<file path="config.mk">
export PLATFORM = sky130hd
export DESIGN_NAME = alimentador_divisor
export DESIGN_NICKNAME = d
export VERILOG_FILES = /design/src/rtl/alimentador_divisor.sv
export SDC_FILE = /design/constraint.sdc
export NUM_CORES = 1
export LEC_CHECK = 0
export CAP_MARGIN = 20
export CORE_ASPECT_RATIO = 0.8
export CORE_MARGIN = 2
export CORE_UTILIZATION = 48
export DETAILED_ROUTE_END_ITERATION = 8
export PLACE_DENSITY = 0.76
export SYNTH_ARGS = -nofsm -noshare
export SYNTH_HDL_FRONTEND = slang
export SYNTH_SLANG_ARGS = --single-unit
</file>
<file path="constraint.sdc">
create_clock -name reloj -period 3.2 [get_ports reloj]
set_input_delay 0.64 -clock reloj [delete_from_list [all_inputs] [get_ports reloj]]
set_output_delay 0.64 -clock reloj [all_outputs]
set_load 0.005 [all_outputs]
</file>
<file path="src/rtl/alimentador_divisor.sv">
// alimentador_divisor: upstream feeder for the pipelined divider.
//
// Operand pairs are queued in a DEPTH-entry circular FIFO. Entries are issued one at a time to the
// divider with the inicie/termino handshake. Each returned cociente is captured into resultado,
// with a one-cycle resultado_valido pulse. Entries with a zero divisor are never issued. They are
// dropped, one per cycle, with a one-cycle error_div0 pulse.
//
// Ports
//   reloj, reset          clock (rising edge) and asynchronous active-high reset
//   escriba, dd_in, dv_in push request and operand pair
//   lleno, pendientes     FIFO full flag and occupancy (0..DEPTH)
//   dividendo, divisor    registered operands to the divider, held while an op is in flight
//   inicie                registered go to the divider
//   termino, cociente     divider ready/done and its quotient
//   resultado             last captured quotient
//   resultado_valido      one-cycle pulse when resultado updates
//   error_div0            one-cycle pulse when a zero-divisor entry is dropped
//   ocupado               an operation is in progress (state other than idle)
`timescale 1ns / 1ps

module alimentador_divisor #(
  parameter int unsigned DD_LEN = 32,
  parameter int unsigned DV_LEN = 16,
  parameter int unsigned Q_LEN  = 32,
  parameter int unsigned DEPTH  = 4,
  parameter int unsigned PTR_W  = 2
) (
  input  logic              reloj,
  input  logic              reset,
  input  logic              escriba,
  input  logic [DD_LEN-1:0] dd_in,
  input  logic [DV_LEN-1:0] dv_in,
  output logic              lleno,
  output logic [PTR_W:0]    pendientes,
  output logic [DD_LEN-1:0] dividendo,
  output logic [DV_LEN-1:0] divisor,
  output logic              inicie,
  input  logic              termino,
  input  logic [Q_LEN-1:0]  cociente,
  output logic [Q_LEN-1:0]  resultado,
  output logic              resultado_valido,
  output logic              error_div0,
  output logic              ocupado
);

  localparam logic [PTR_W:0] DepthCnt = (PTR_W + 1)'(DEPTH);

  typedef enum logic [1:0] {
    StReposo,
    StLanza,
    StEspera,
    StCaptura
  } estado_e;

  estado_e estado_q, estado_d;

  // FIFO storage and pointers. Pointers are PTR_W bits wide, so they wrap DEPTH-1 -> 0 naturally.
  logic [DD_LEN-1:0] fifo_dd_q [DEPTH];
  logic [DV_LEN-1:0] fifo_dv_q [DEPTH];
  logic [PTR_W-1:0]  rd_ptr_q, wr_ptr_q;
  logic [PTR_W:0]    cnt_q, cnt_d;

  logic [DD_LEN-1:0] dividendo_q;
  logic [DV_LEN-1:0] divisor_q;
  logic              inicie_q;
  logic [Q_LEN-1:0]  resultado_q;
  logic              resultado_valido_q;
  logic              error_div0_q;

  logic              pop, push, emite, descarta;
  logic [DD_LEN-1:0] head_dd;
  logic [DV_LEN-1:0] head_dv;

  assign head_dd = fifo_dd_q[rd_ptr_q];
  assign head_dv = fifo_dv_q[rd_ptr_q];

  assign lleno = (cnt_q == DepthCnt);

  // The head is consumed only from idle, and only while the divider reports ready.
  assign pop      = (estado_q == StReposo) && (cnt_q != '0) && termino;
  assign descarta = pop && (head_dv == '0);
  assign emite    = pop && (head_dv != '0);

  // A full FIFO still accepts a push when the head leaves in the same cycle.
  assign push = escriba && (!lleno || pop);

  always_comb begin
    cnt_d = cnt_q;
    unique case ({push, pop})
      2'b10:   cnt_d = cnt_q + 1'b1;
      2'b01:   cnt_d = cnt_q - 1'b1;
      default: cnt_d = cnt_q;
    endcase
  end

  always_comb begin
    estado_d = estado_q;
    unique case (estado_q)
      StReposo:  if (emite) estado_d = StLanza;
      StLanza:   if (!termino) estado_d = StEspera;  // divider accepted the op
      StEspera:  if (termino) estado_d = StCaptura;
      StCaptura: estado_d = StReposo;
      default:   estado_d = StReposo;
    endcase
  end

  always_ff @(posedge reloj or posedge reset) begin
    if (reset) begin
      estado_q           <= StReposo;
      rd_ptr_q           <= '0;
      wr_ptr_q           <= '0;
      cnt_q              <= '0;
      dividendo_q        <= '0;
      divisor_q          <= '0;
      inicie_q           <= 1'b0;
      resultado_q        <= '0;
      resultado_valido_q <= 1'b0;
      error_div0_q       <= 1'b0;
    end else begin
      estado_q <= estado_d;
      cnt_q    <= cnt_d;
      if (push) wr_ptr_q <= wr_ptr_q + 1'b1;
      if (pop) rd_ptr_q <= rd_ptr_q + 1'b1;
      if (emite) begin
        dividendo_q <= head_dd;
        divisor_q   <= head_dv;
      end
      inicie_q     <= (estado_d == StLanza);
      error_div0_q <= descarta;
      // Capture on the termino rise so resultado and its valid pulse appear together.
      if ((estado_q == StEspera) && termino) resultado_q <= cociente;
      resultado_valido_q <= (estado_d == StCaptura);
    end
  end

  // Storage needs no reset: occupancy alone decides which entries are meaningful.
  always_ff @(posedge reloj) begin
    if (push) begin
      fifo_dd_q[wr_ptr_q] <= dd_in;
      fifo_dv_q[wr_ptr_q] <= dv_in;
    end
  end

  assign pendientes       = cnt_q;
  assign dividendo        = dividendo_q;
  assign divisor          = divisor_q;
  assign inicie           = inicie_q;
  assign resultado        = resultado_q;
  assign resultado_valido = resultado_valido_q;
  assign error_div0       = error_div0_q;
  assign ocupado          = (estado_q != StReposo);

endmodule
</file>
Figure 1. PDN straps and rails (run 1).
Drawn at 3 px/um. Pins as bars on the die edge.
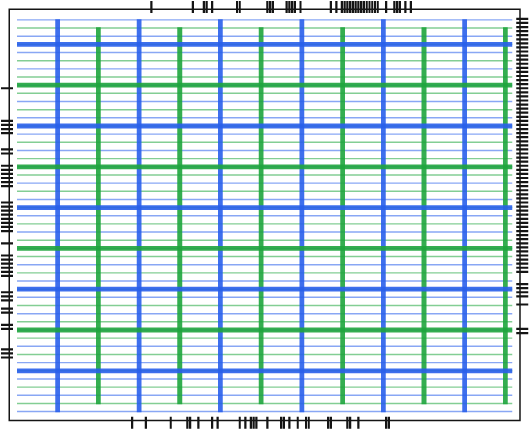
Key: VDD = green; VSS = blue
172 signal pins sit on the boundary. 49 met1 rails follow the rows. 12 straps on met4.
total core area: 0.02156 mm2
Peak VDD IR: 0.5914 mV
die extent in y: 136.6 um
die width: 169.7 um

Figure 2. Signal metal coverage by tile (run 1).
Drawn at 2 px/um. 34 x 27 tiles, from dark purple (low) to yellow (high), scaled to the fullest tile. Values are wire area over tile area, all layers added.
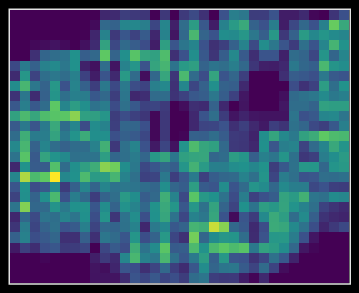
The densest ninth of the die: west. 12% of the tiles are nearly empty. The mean over all tiles is 0.14. The fullest tile reaches 0.46.
Wirelength per Cell: 21.05 um
final wirelength: 20700 um
Vias: 5206

Figure 3. Placed standard cells (run 1).
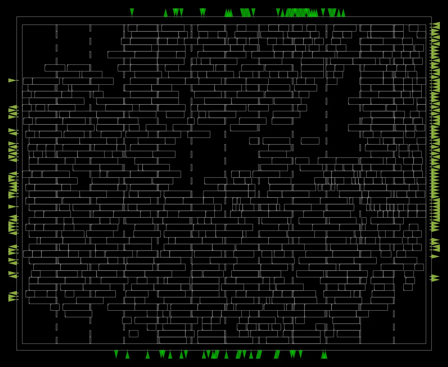
filler cell count: 1458
Core Util, Final: 63.38%

Figure 4. Layout detail (run 1).
Region (60, 71) to (110, 121) um. Cells in gray, sequential cells in the stronger gray; small squares are vias.
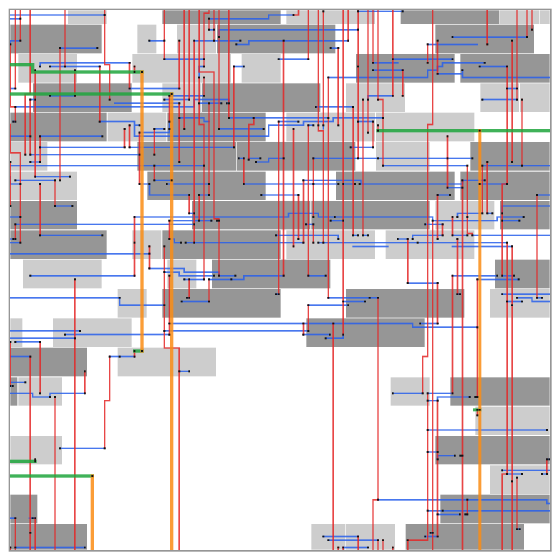
Key: metal 2 = red; metal 4 = orange; metal 1 = blue; metal 3 = green
Netlist names of flops here include `fifo_dd_q` (22), `dividendo` (7). Sequential cells in the window: 30. 61 logic cells have their middle in the window. Most frequent: edfxtp_1 (22), dfrtp_1 (8).

-- run 1: through the flow --
step / std cells / util [%]
6_report: 983 / 63.38
3_5_place_dp: 931 / 58.96
2_1_floorplan: 487 / -
4_1_cts: 983 / 63.38
5_1_grt: 983 / 63.38
3_3_place_gp: 931 / 58.96
-- run 1: worst max-delay path, cell delays in order (launching register included) --
cell and delay [ps]:
dfrtp_4 630, mux4_2 580, nor4_1 430, nand4_1 260
nand2_2 180, buf_4 330, mux2_2 390
-- run 1: kinds of logic (layout without fill, tap and decap cells) --
kind of cell / Yosys count / in the layout / share of synthesized area (%)
AND-OR/OR-AND: 5 / 5 / 0.2847
XOR/XNOR: 6 / 6 / 0.4984
adder cells (fa/ha/maj): 6 / 6 / 0.7830
buffers and inverters: 31 / 252 / 1.483
flip-flops: 284 / 284 / 76.50
multiplexers: 129 / 129 / 19.17
AND/OR/NAND/NOR: 26 / 26 / 1.281
-- run 1: layout make-up --
type	count	area (um2)	share of cell area, %
clock buffer	42	845.8	6.189
clock inverter	10	107.6	0.7874
inverter	11	43.79	0.3205
multi-input combinational	172	2330	17.05
sequential	284	8073	59.07
tap	275	344.1	2.518
timing repair buffer	189	1922	14.06
-- run 1: final timing paths --
| check | startpoint | end | slack (ps) | cells after the start |
|---|---|---|---|---|
| max | rd_ptr_q[0] | divisor[2] | 270 | 6 |
| min | dividendo[24] | dividendo[24] | 490 | 1 |
| max reg2reg | rd_ptr_q[0] | divisor[2] | 270 | 6 |
| min reg2reg | dividendo[24] | dividendo[24] | 490 | 1 |
| max in group asynchronous | reset | dividendo[29] | 1960 | 3 |
| min in group asynchronous | reset | pendientes[0] | 570 | 2 |
-- run 1: power by group --
group          internal [uW]  switching [uW]  total [uW]
Combinational           2490            1550        4040
Sequential              5070             575        5650
Clock                   1920            1350        3270
-- run 1: layout by cell type, fill, tap and decap left out, drive strengths merged, types with 6 or more instances in the layout --
master and n:
dfrtp 92, inv 11, clkbuf 42, mux2 80, mux4 48, nand2 6, clkdlybuf4s50 171, edfxtp 192
buf 18
-- run 1: per-layer routing --
| layer | global-route usage (%) | vias up |
|---|---|---|
| li1 | - | 2307 |
| met1 | 24.13 | 2684 |
| met2 | 30.36 | 191 |
| met3 | 4.685 | 24 |
| met4 | 4.036 | 0 |
| met5 | 0 | - |
-- run 1: sequential cells by signal, indices dropped and copies added (netlist names) --
| signal | count |
|---|---|
| pendientes | 3 |
| divisor | 16 |
| fifo_dd_q | 128 |
| resultado | 32 |
| error_div0 | 1 |
| wr_ptr_q | 2 |
| inicie | 1 |
| estado_q | 2 |
| fifo_dv_q | 64 |
| rd_ptr_q | 2 |
| resultado_valido | 1 |
| dividendo | 32 |
==> impl_metrics.env, run 1 <==
# yosys + openroad results
export IMPL_grt_pass1_vias=5711
export IMPL_maxCapViolCount=0
export IMPL_antenna_cells=0
export IMPL_ys_ff=284
export IMPL_setup_violations=0
export IMPL_timing_final_hold_violations=0
export IMPL_max_clock_path_buffers=3
export IMPL_cts_tree="yes"
export IMPL_ys_area_mm2=0.01055
export IMPL_drive_above_1_share_pct=28.11
export IMPL_drt_iter0_markers=366
export IMPL_worst_slew_margin_rel_pct=52.69
export IMPL_finalPower_uw=12950
export IMPL_antenna_left=0
export IMPL_track_usage_pct=18.07
export IMPL_ys_top_cells_by_count="192 x edfxtp_1, 92 x dfrtp_1, 71 x mux2_2, 48 x mux4_2, 11 x inv_1"
export IMPL_criticalPathCategory="reg2reg"
export IMPL_yosys_stat_seqShare_pct=76.50
export IMPL_worst_slack_ps=272.8
export IMPL_cts_sinks=284
export IMPL_placementRows=48
export IMPL_holdWs_ps=491.5
export IMPL_grt_max_degree=52
export IMPL_highest_layer="met4"
export IMPL_fin_crit_sh_pct=91.47
export IMPL_cts_made_buffers=28
export IMPL_ff_type="edfxtp_1"
export IMPL_min_delay_path_class="reg2reg"
export IMPL_largest_area_cell="edfxtp_1"
export IMPL_antenna_found_initial=0
export IMPL_ios=172
export IMPL_yosysWarnings=0
export IMPL_cts_root_buf="clkbuf_16"
export IMPL_globalplace_congestion=0.7287
export IMPL_drc_errors=0
export IMPL_p_leak_uw=0.004968
export IMPL_arrival_ps=3340
export IMPL_met2_length_um=10040
export IMPL_worstMarginPinSlew_ps=709.6
export IMPL_cp_end_kind="register"
export IMPL_gr_total_overflow=0
export IMPL_nets=776
export IMPL_final_cell_area_mm2=0.01367
export IMPL_clock_fmax_mhz=341.6
export IMPL_dr_wl_met3_um=1638
export IMPL_crit_path_max_fanout=22
export IMPL_outcome="completed"
export IMPL_fp_util_pct=48.91
export IMPL_fin_worst_skew_ps=10.74
export IMPL_synthTopCellsByArea="edfxtp_1 55%, dfrtp_1 22%, mux4_2 10%"
export IMPL_final_max_slew_viol_count=0
export IMPL_cts_clk_slew_worst_paths_ps=60
==> inputs of run 2 (changes only) <==
- ABC_CLOCK_PERIOD_IN_PS: unset -> 3200
- CTS_BUF_LIST: unset -> sky130_fd_sc_hd__clkbuf_16
- SKIP_LAST_GASP: unset -> 1
==> run 2 against run 1 <==
Compared with the run above:
- total power shrank 1.0%
- critical endpoint is now dividendo[20]
- worst setup slack got worse by 73 ps
- combinational power barely moved
- global-route usage shrank 0.052 points
- largest cell class unchanged
- die area stayed put
- clock skew barely moved
- sequential power hardly changed
- flip-flop count stayed put
- first-iteration DRC count increased by 5.2%
- fmax shrank 2.4%
==> impl_metrics.env, run 2 <==
# yosys + openroad results
export IMPL_ff2ff_setup_slack_ps=200
export IMPL_core_area_mm2=0.02156
export IMPL_fin_worst_skew_ps=11.18
export IMPL_hold_depth=1
export IMPL_cp_end_kind="register"
export IMPL_die_w_um=169.7
export IMPL_die_h_um=136.6
export IMPL_cts_clk_slew_worst_paths_ps=60
export IMPL_nets=776
export IMPL_layout_cells_most_common="edfxtp_1"
export IMPL_layout_top_cells="192 x edfxtp_1, 171 x clkdlybuf4s50_1, 90 x dfrtp_1"
export IMPL_cts_sinks=284
export IMPL_finalPower_uw=12820
export IMPL_criticalPathCategory="reg2reg"
export IMPL_antenna_left=0
export IMPL_largest_register="fifo_dd_q"
export IMPL_grt_pass1_wl_um=31720
export IMPL_grt_pass1_vias=5712
export IMPL_pwr_share_seq_pct=44.1
export IMPL_largest_area_cell="edfxtp_1"
export IMPL_netSwitchingFraction_pct=27.11
export IMPL_p_comb_share_pct=31.5
export IMPL_clock_fmax_mhz=333.3
export IMPL_whs_endpoint="dividendo[24]"
export IMPL_ff_type="edfxtp_1"
export IMPL_gr_total_overflow=0
export IMPL_p_leak_uw=0.004972
export IMPL_maxCapViolCount=0
export IMPL_p_clk_share_pct=24.4
export IMPL_antenna_cells=0
export IMPL_reg_largest_list="fifo_dd_q (128), fifo_dv_q (64)"
export IMPL_outcome="completed"
export IMPL_globalplace_congestion=0.7287
export IMPL_worst_slew_margin_rel_pct=52.92
export IMPL_max_clock_path_buffers=3
export IMPL_hp_start="dividendo[24]"
export IMPL_yosys_stat_seqShare_pct=76.50
export IMPL_final_max_slew_viol_count=0
export IMPL_crit_path_max_fanout=22
export IMPL_viasPerCell=5.336
export IMPL_timing_final_hold_violations=0
export IMPL_grt_max_degree=52
export IMPL_cts_made_buffers=28
export IMPL_p_sw_uw=3475
export IMPL_worstMarginPinSlew_ps=706.1
export IMPL_drc_errors=0
export IMPL_fin_crit_sh_pct=93.75
export IMPL_largest_reg_flops=128
export IMPL_antenna_found_initial=0
export IMPL_yosysWarnings=0
export IMPL_r2r_end="dividendo[20]"
export IMPL_h_tree_depth=1
export IMPL_drive_above_1_share_pct=27.54
export IMPL_ys_area_mm2=0.01055
export IMPL_placementRows=48
export IMPL_ys_top_cells_by_count="192 x edfxtp_1, 92 x dfrtp_1, 71 x mux2_2, 48 x mux4_2, 11 x inv_1"
export IMPL_ys_ff=284
export IMPL_fp_util_pct=48.91
export IMPL_arrival_ps=3420
export IMPL_setup_violations=0
export IMPL_synthTopCellsByArea="edfxtp_1 55%, dfrtp_1 22%, mux4_2 10%"
export IMPL_r2r_start="rd_ptr_q[0]"
## run 2: per-layer routing
layer | wire [um] | GRT usage (%) | up-vias
met5 | 0 | 0 | -
met4 | 348 | 4.036 | 0
met3 | 1496 | 4.685 | 24
met2 | 10130 | 30.32 | 181
met1 | 8790 | 24.01 | 2735
li1 | - | - | 2305
## run 2: worst max path at each step
stage	from	endpoint	slack (ps)
floorplan	reset	dividendo[0]	170
global placement	rd_ptr_q[0]	dividendo[15]	220
detailed placement	rd_ptr_q[0]	dividendo[20]	200
CTS	rd_ptr_q[0]	divisor[2]	210
global route	rd_ptr_q[0]	divisor[1]	90
finish	rd_ptr_q[0]	dividendo[20]	200
## run 2: final cells by class
type,count,area [um2]
inverter,11,43.79
clock buffer,30,750.7
fill,1462,7945
clock inverter,22,152.6
timing repair buffer,189,1922
tap,275,344.1
multi-input combinational,172,2330
sequential,284,8073
## run 2: worst max-delay path, cell delays in order, from the launching register on
cell and delay [ps]:
dfrtp_4 640, mux4_2 580, nor4_1 480, nand4_1 270, nand2_2 180, buf_4 330, mux2_2 380
## run 2: cells by family (layout without fill, tap and decap cells)
group	after synthesis	in the layout	share of synthesized area, %
AND-OR/OR-AND	5	5	0.2847
flip-flops	284	284	76.50
XOR/XNOR	6	6	0.4984
adder cells (fa/ha/maj)	6	6	0.7830
buffers and inverters	31	252	1.483
AND/OR/NAND/NOR	26	26	1.281
multiplexers	129	129	19.17
## run 2: stage by stage
step                hold WS [ps]  std cells  instance area, um2  util (%)  setup WS (ps)
finish                     491.7        983               13620     63.15          200.0
global route               508.7        983               13620     63.15          92.11
CTS                        498.8        983               13620     63.15          206.8
detailed placement         484.9        931               12710     58.96          198.5
global placement           479.8        931               12710     58.96          219.5
floorplan                  488.9        487               10550         -          168.0
## run 2: power groups by stage
stage / Sequential, uW / Combinational [uW] / Clock [uW]
after CTS: 5660 / 4120 / 3190
final: 5650 / 4040 / 3130
after global routing: 5760 / 4360 / 3340
after floorplan: 5540 / 2240 / 0
after detailed placement: 5720 / 4100 / 0
after global placement: 5640 / 3980 / 0
Figure 5. PDN straps and rails (run 2).
Drawn at 3 px/um. Pins as bars on the die edge.
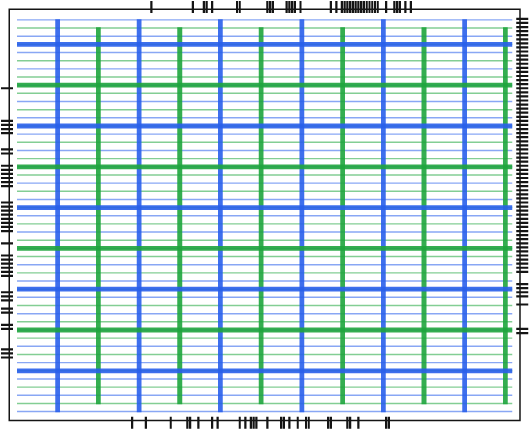
Key: VDD = green; VSS = blue
9 straps on met5. 12 straps on met4. 172 signal pins sit on the boundary. The core has 48 rows. 49 met1 rails follow the rows.
Peak VDD IR: 0.5796 mV

Figure 6. Cell sizes after repair (run 2).
Drawn at 1.5 px/um.
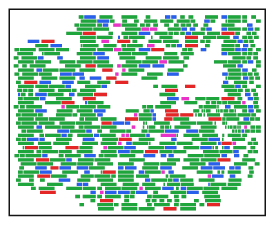
Key: _2 cells = blue [cells 130, share 18%]; _6 and larger = red [cells 39, share 5.5%]; _0 and _1 cells = green [cells 513, share 72%]; _3 and _4 cells = magenta [cells 26, share 3.7%]
P&R area growth vs syn: 29.10%
non-clock buffer count: 189
Setup WS post-layout: 200.0 ps

Figure 7. Signal metal coverage by tile (run 2).
Drawn at 2 px/um. 34 x 27 tiles, from dark purple (low) to yellow (high), scaled to the fullest tile. Values are wire area over tile area, all layers added.
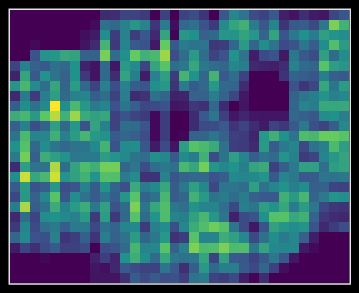
23% of the tiles are over half the peak. The fullest tile reaches 0.43. The mean over all tiles is 0.14. The densest ninth of the die: west.
final wirelength: 20770 um
Total Routing Usage GR: 18.02%
Vias: 5245
Wirelength per Cell: 21.13 um

==> inputs of run 3 (changes only) <==
- CELL_PAD_IN_SITES_DETAIL_PLACEMENT: unset -> 1
- CELL_PAD_IN_SITES_GLOBAL_PLACEMENT: unset -> 2
- CORE_UTILIZATION: 48 -> 36
- PLACE_DENSITY: 0.76 -> unset
- PLACE_DENSITY_LB_ADDON: unset -> 0.1
==> run 3 against run 2 <==
Compared with the run above:
- critical path depth grew 1
- cell area grew 2.3%
- via count shrank 0.97%
- total power grew 2.2%
- highest routed layer unchanged
==> impl_metrics.env, run 3 <==
# yosys + openroad results
export IMPL_cp_end_kind="register"
export IMPL_yosys_stat_seqShare_pct=76.50
export IMPL_worst_slew_margin_rel_pct=66.30
export IMPL_final_cell_area_mm2=0.01393
export IMPL_min_delay_path_class="reg2reg"
export IMPL_timing_final_hold_violations=0
export IMPL_cpMaxStageDelayCell="mux4_2"
export IMPL_ios=172
export IMPL_arrival_ps=3210
export IMPL_cts_tree="yes"
export IMPL_fp_util_pct=36.27
export IMPL_r2r_end="dividendo[23]"
export IMPL_ff_type="edfxtp_1"
export IMPL_cp_common_cell="buf_12"
export IMPL_drt_iter0_markers=232
export IMPL_layout_cells_most_common="edfxtp_1"
export IMPL_fin_crit_sh_pct=87.21
export IMPL_ys_ff=284
export IMPL_outcome="completed"
export IMPL_yosysWarnings=0
export IMPL_placed_area_mm2=0.01293
export IMPL_vias=5194
export IMPL_final_max_slew_viol_count=0
export IMPL_reg_largest_list="fifo_dd_q (128), fifo_dv_q (64)"
export IMPL_dp_cells=1036
export IMPL_h_tree_depth=1
export IMPL_placementRows=56
export IMPL_p_leak_uw=0.005076
export IMPL_ys_top_cells_by_count="192 x edfxtp_1, 92 x dfrtp_1, 71 x mux2_2, 48 x mux4_2, 11 x inv_1"
export IMPL_worst_path_largest_cell_delay_ps=510
export IMPL_antenna_left=0
export IMPL_viasPerCell=4.718
export IMPL_grt_pass1_wl_um=34710
export IMPL_antenna_found_initial=1
export IMPL_drc_errors=0
export IMPL_maxCapViolCount=0
export IMPL_wl_um=22670
export IMPL_grt_max_degree=56
export IMPL_gr_total_overflow=0
export IMPL_ys_area_mm2=0.01055
export IMPL_largest_reg_flops=128
export IMPL_holdWs_ps=503.4
export IMPL_ff2ff_setup_slack_ps=410
export IMPL_globalplace_congestion=0.6777
export IMPL_clock_fmax_mhz=358.3
export IMPL_fin_worst_skew_ps=10.03
export IMPL_synthTopCellsByArea="edfxtp_1 55%, dfrtp_1 22%, mux4_2 10%"
export IMPL_layout_top_cells="192 x edfxtp_1, 171 x clkdlybuf4s50_1, 90 x dfrtp_1"
export IMPL_crit_end="dividendo[23]"
export IMPL_nets=789
export IMPL_largest_register="fifo_dd_q"
export IMPL_cts_sinks=284
export IMPL_track_usage_pct=14.98
export IMPL_r2r_start="rd_ptr_q[0]"
export IMPL_largest_area_cell="edfxtp_1"
export IMPL_crit_path_max_fanout=30
export IMPL_cp_cell_sequence="buf_12 > mux4_2 > nor4_1 > nand4_1 > nand2_4 > buf_12 > mux2_2"
export IMPL_dp_slack_ps=166.0
export IMPL_crit_start="rd_ptr_q[0]"
==> run 3: logic make-up (layout without fill, tap and decap cells) <==
logic type                 Yosys count  in the layout  synth area share [%]
other                                0              1                     0
adders and majority gates            6              6                0.7830
DFF                                284            284                 76.50
and+or+nand+nor                     26             26                 1.281
muxes                              129            129                 19.17
xor gates and xnor gates             6              6                0.4984
buffers and inverters               31            267                 1.483
AOI/OAI and AO/OA                    5              5                0.2847
==> run 3: metrics by stage <==
step                      util (%)  power [uW]
after floorplan                  -        7780
after global placement       44.47        9842
after detailed placement     44.47        9981
after CTS                    47.68       13300
after global routing         47.90       13860
final                        47.91       13100
==> run 3: where the power goes <==
group / leakage (uW) / internal (uW) / switching (uW)
Clock: 0.000490 / 1900 / 1340
Combinational: 0.00173 / 2640 / 1640
Sequential: 0.00285 / 5070 / 509
Total: 0.00508 / 9610 / 3490
==> run 3: final cells by class <==
| class | instances | area [um2] | area share (%) |
|---|---|---|---|
| multi-input cells | 172 | 2335 | 16.76 |
| diodes | 1 | 2.502 | 0.01796 |
| flip-flops and latches | 284 | 8073 | 57.94 |
| clock inverters | 26 | 158.9 | 1.141 |
| inverters | 11 | 43.79 | 0.3143 |
| repair buffers | 199 | 2072 | 14.87 |
| clock buffers | 31 | 775.7 | 5.568 |
| well taps | 377 | 471.7 | 3.386 |
==> run 3: timing repair <==
action,in CTS,in global routing
hold buffers,0,0
endpoints found under the setup margin,0,21
hold endpoints to repair,0,0
setup buffers,0,7
==> run 3: critical path, delay by kind of cell, from the launching register on <==
kind / cells / cell delay (ps)
buffers and inverters: 2 / 380
and+or+nand+nor: 3 / 930
DFF: 1 / 440
muxes: 2 / 880
==> run 3: routing by layer <==
| metal | global-route usage (%) | vias to the layer above | share of wire [%] |
|---|---|---|---|
| li1 | - | 2337 | - |
| met1 | 19.40 | 2711 | 42 |
| met2 | 26.24 | 115 | 51 |
| met3 | 2.850 | 31 | 4.5 |
| met4 | 3.671 | 0 | 2.0 |
| met5 | 0 | - | 0 |
==> run 3: worst min-delay path by stage <==
stage	end	depth (start not counted)	startpoint
3_5_place_dp	dividendo[9]	1	dividendo[9]
6_report	dividendo[4]	1	dividendo[4]
2_1_floorplan	dividendo[24]	1	dividendo[24]
3_3_place_gp	dividendo[24]	1	dividendo[24]
4_1_cts	resultado[20]	2	reset
5_1_grt	resultado[7]	1	resultado[7]
Figure 8. PDN straps and rails (run 3).
Drawn at 2 px/um. Pins as bars on the die edge.
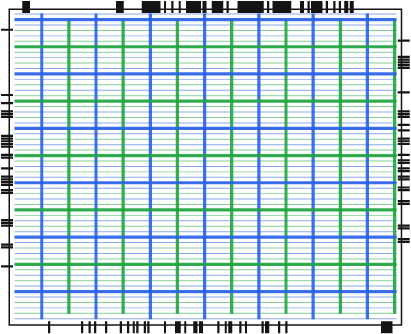
Key: VDD = green; VSS = blue
14 straps on met4. 11 straps on met5. The core has 56 rows. 57 met1 rails follow the rows.
total core area: 0.02908 mm2
die extent in y: 157.1 um
Peak VDD IR: 0.4714 mV
die width: 195.4 um

Figure 9. Cell sizes after repair (run 3).
Drawn at 1.5 px/um.
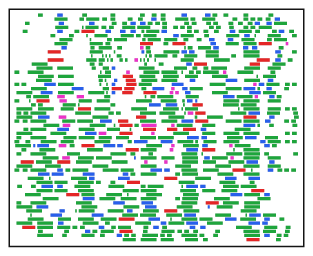
Key: _0 and _1 cells = green [cells 521, share 72%]; _2 cells = blue [cells 129, share 18%]; _3 and _4 cells = magenta [cells 28, share 3.9%]; _6 and larger = red [cells 45, share 6.2%]
Setup WS post-layout: 409.4 ps
P&R area growth vs syn: 32.10%
non-clock buffer count: 199

Figure 10. Placed standard cells (run 3).
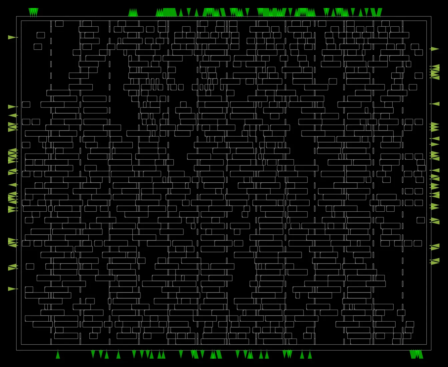
Core Util, Final: 47.91%
filler cell count: 2643
fin cells: 1101

No activity file was given, so power comes from the tool's default toggle rates.
